==> config.mk <==
export PLATFORM = sky130hd
export DESIGN_NAME = regfile16
export DESIGN_NICKNAME = d
export VERILOG_FILES = /design/src/rtl/regfile_pkg.sv /design/src/rtl/mux16_1.sv /design/src/rtl/regfile_word.sv /design/src/rtl/regfile16.sv
export SDC_FILE = /design/constraint.sdc
export NUM_CORES = 2
export LEC_CHECK = 0
export CAP_MARGIN = 25
export CELL_PAD_IN_SITES_DETAIL_PLACEMENT = 2
export CELL_PAD_IN_SITES_GLOBAL_PLACEMENT = 2
export CORE_MARGIN = 5
export CORE_UTILIZATION = 46
export DETAILED_ROUTE_END_ITERATION = 12
export DONT_BUFFER_PORTS = 1
export GPL_ROUTABILITY_DRIVEN = 1
export HOLD_SLACK_MARGIN = 0.02
export PLACE_DENSITY = 0.77
export SLEW_MARGIN = 10
export SYNTH_ARGS = -nofsm -noshare
export SYNTH_HDL_FRONTEND = slang
export SYNTH_SLANG_ARGS = --single-unit
==> constraint.sdc <==
create_clock -name clk -period 54.3 [get_ports clk]
set_clock_uncertainty 0.2 [all_clocks]
set_input_delay 10.86 -clock clk [delete_from_list [all_inputs] [get_ports clk]]
set_output_delay 10.86 -clock clk [all_outputs]
set_load 0.02 [all_outputs]
==> images/layer_met3.png <==
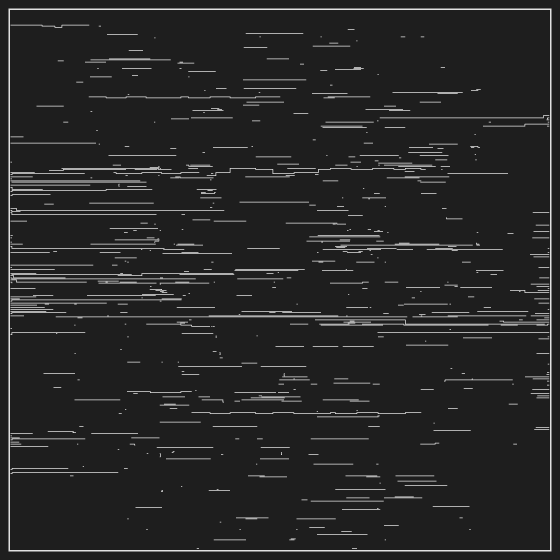
- nets with wire on the layer: 236
- main direction: horizontal
- wire length on this layer: 8870 µm
- share of all routed wire: 4.9%
M3 GR Usage: 4.76%
routed wire length: 183 mm
vias: 35786

==> images/placement.png <==
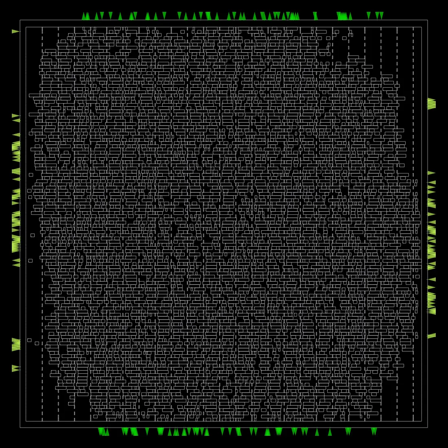
Layout fillers: 10570
Cell Count, Final, Fillers Out: 5339
Layout Utilization: 50.1%
# rows: 124

==> images/clk_routes.png <==
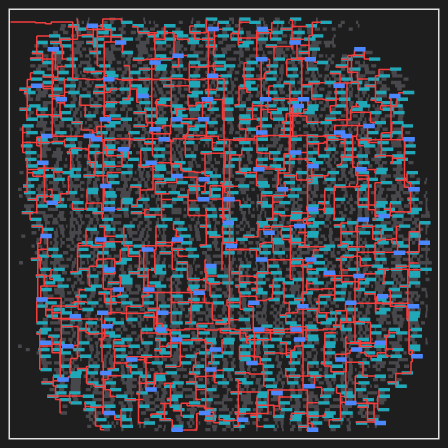
- flip-flops: cyan (count 960)
- clock wires: red (length 13800 µm)
- clock drivers: blue (count 110)
- routed clock nets: 111
- flops lie: spread over the die
Clk power: 757 µW
clk_lat worst skew: 0.70 ns
Clk network pwr share: 33.6%

==> images/metal_density.png <==
The die is cut into 35 by 35 equal tiles; dark blue is low, red is high, scaled to the fullest tile. Values are wire area over tile area, all layers added.
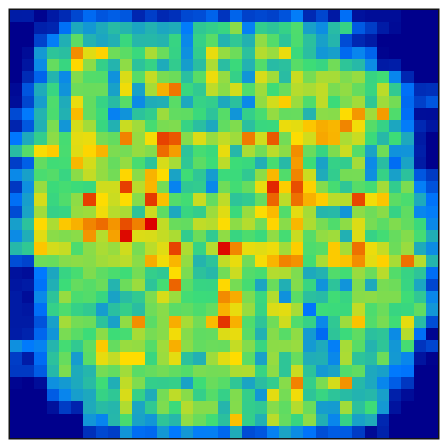
- fullest tile: 0.51
- tiles over half the peak: 50%
- mean over tiles: 0.24
- nearly empty tiles: 5.8%
wire per inst: 34.2 µm
gr usage total: 29.7%

==> impl_metrics.ini <==
; physical design summary
[logic_synthesis]
yosys-stat-cells = 3965
synthXorXnorAreaFrac_pct = 0.133
syn_nets = 4044
synthCells = 3965
synthTopLogicFamily = multiplexers
synthArstFlopShare_pct = 100
top_cell = mux2_2
ff_type = dfrtp_1
synth_area_um2 = 52800
ys_ff = 960
edf_count = 0
area_leaders = dfrtp_1 46%, mux2_2 21%, mux4_2 11%, mux2i_1 6.4%, buf_2 1.8%
synthMuxAreaShare_pct = 38.6
ys_chip_area_um2 = 52800
adder_share_pct = 0
avgSynthCellArea_um2 = 13.3
simple_gate_share_pct = 3.35
synthTopCellsByCount = 1000 x mux2_2, 960 x dfrtp_1, 335 x mux2i_1
aoi_share_pct = 8.39
ys_types = 46
ys_seq_share_pct = 45.5
top_cell_area_share_pct = 45.5
yosysWarningCount = 0

[global_routing]
gr-usage-met1_pct = 41.0
grt_antenna_before_repair = 2
grt_start_max_net_pins = 380
grt_pass1_vias = 40445
grt_pass1_wl_mm = 275
grt_busiest_layer = met2
grt_overflow = 0
grtUsageMet2_pct = 49.2

[critical_path]
cp_cell_sequence = xnor2_1, nand2_1, or3_4, buf_4, o211ai_1, a21oi_1
worst-path-stages = 6
start_kind = input pin
worstPathArrival_ns = 14.05
critical-path-top-delay-family = AND-OR/OR-AND gates
cpMaxStageDelayCell = buf_4
cp_num_buf_inv = 1
cp_max_fo = 379
rrSetupSlack_ns = 53.25
critPathCaptureType = output port
max_stage_delay_ns = 0.65
ff2ff_path_depth = 1
criticalPathCategory = input pin to output port
required_ns = 43.24

[cts]
cts_buffer_depth = 3
postCtsSetupBuffers = 0
cts_root_buf = clkbuf_16
clkSinkCount = 960
cts_resized = 0
cts_hold_buf = 0
htreeDepth = 3
cts_tree = yes
numCtsBuffers = 110
clk_pin_slew_ns = 0.06

[pwr]
pwr-share-seq_pct = 45.2
p_sw_share_pct = 28.7
worst_ir_drop_vdd_mv = 0.0279
comb_power_share_pct = 21.2
power.group.top = sequential cells
comb-power_uw = 479
intPower_uw = 1610
switching_power_uw = 648
power_uw = 2250
power.leakage_uw = 0.0237

[drt]
ant_nets = 0
viasPerCell = 6.70
drc = 0
met1Wirelength_mm = 80.2
first_pass_iters = 5
drt_iter0_markers = 2217
wl_met2_mm = 88.5

[finish]
largest_cell_class = logic gates
mi_logic_area_um2 = 26800
final-clk-cell-share_pct = 6.35
comb_share_pct = 46.9
buffers = 76
drive_above_1_share_pct = 40.9
diodes = 2
logic_gates = 2570
buf_share_pct = 1.26
most-common-layout-cells = 1000 x mux2_2, 960 x dfrtp_1, 335 x mux2i_1
layout_top_cell = mux2_2
num-nonclk-inverters = 21
largest_reg_flops = 960
design_area_um2 = 57200
syn2layout_area_growth_pct = 8.34
seq_cells = 960
nets = 3818
seq_area_share_pct = 42.0
flop_area_um2 = 24000
nClkBuffers = 163

[hold_path]
worstHoldPathType = flip-flop to flip-flop
hold-path-cell-count = 1

[placement]
place_ws_ns = 29.16
io_buffers = 0
dp_hpwl_mm = 98.9
place.gp.congestion = 0.765
place_area_um2 = 53500
dp.cells = 5135

[die]
fp-utilization_pct = 46.2
chipHeight_um = 349
dieWidth_um = 349
coreArea_um2 = 114000
die_area_um2 = 122000
ios = 207
nWellTaps = 1512

[final_timing]
worstMarginPinSlew_ns = 1.15
slew_headroom_pct = 23.5
fin_crit_sh_pct = 46.2
rsz0062_at_grt = false
max_freq_mhz = 39.8
finalMaxSlewViolations = 0
finalCriticalPeriod_ns = 25.11
finalHoldViolations = 0
worst_slack_ns = 29.19
final-setup-viol-count = 0
whs_ns = 0.324
tns_ns = 0

[status]
status = finished clean

[run]
warnings = 53
max-cap-violations = 0
No activity file was given, so power comes from the tool's default toggle rates.
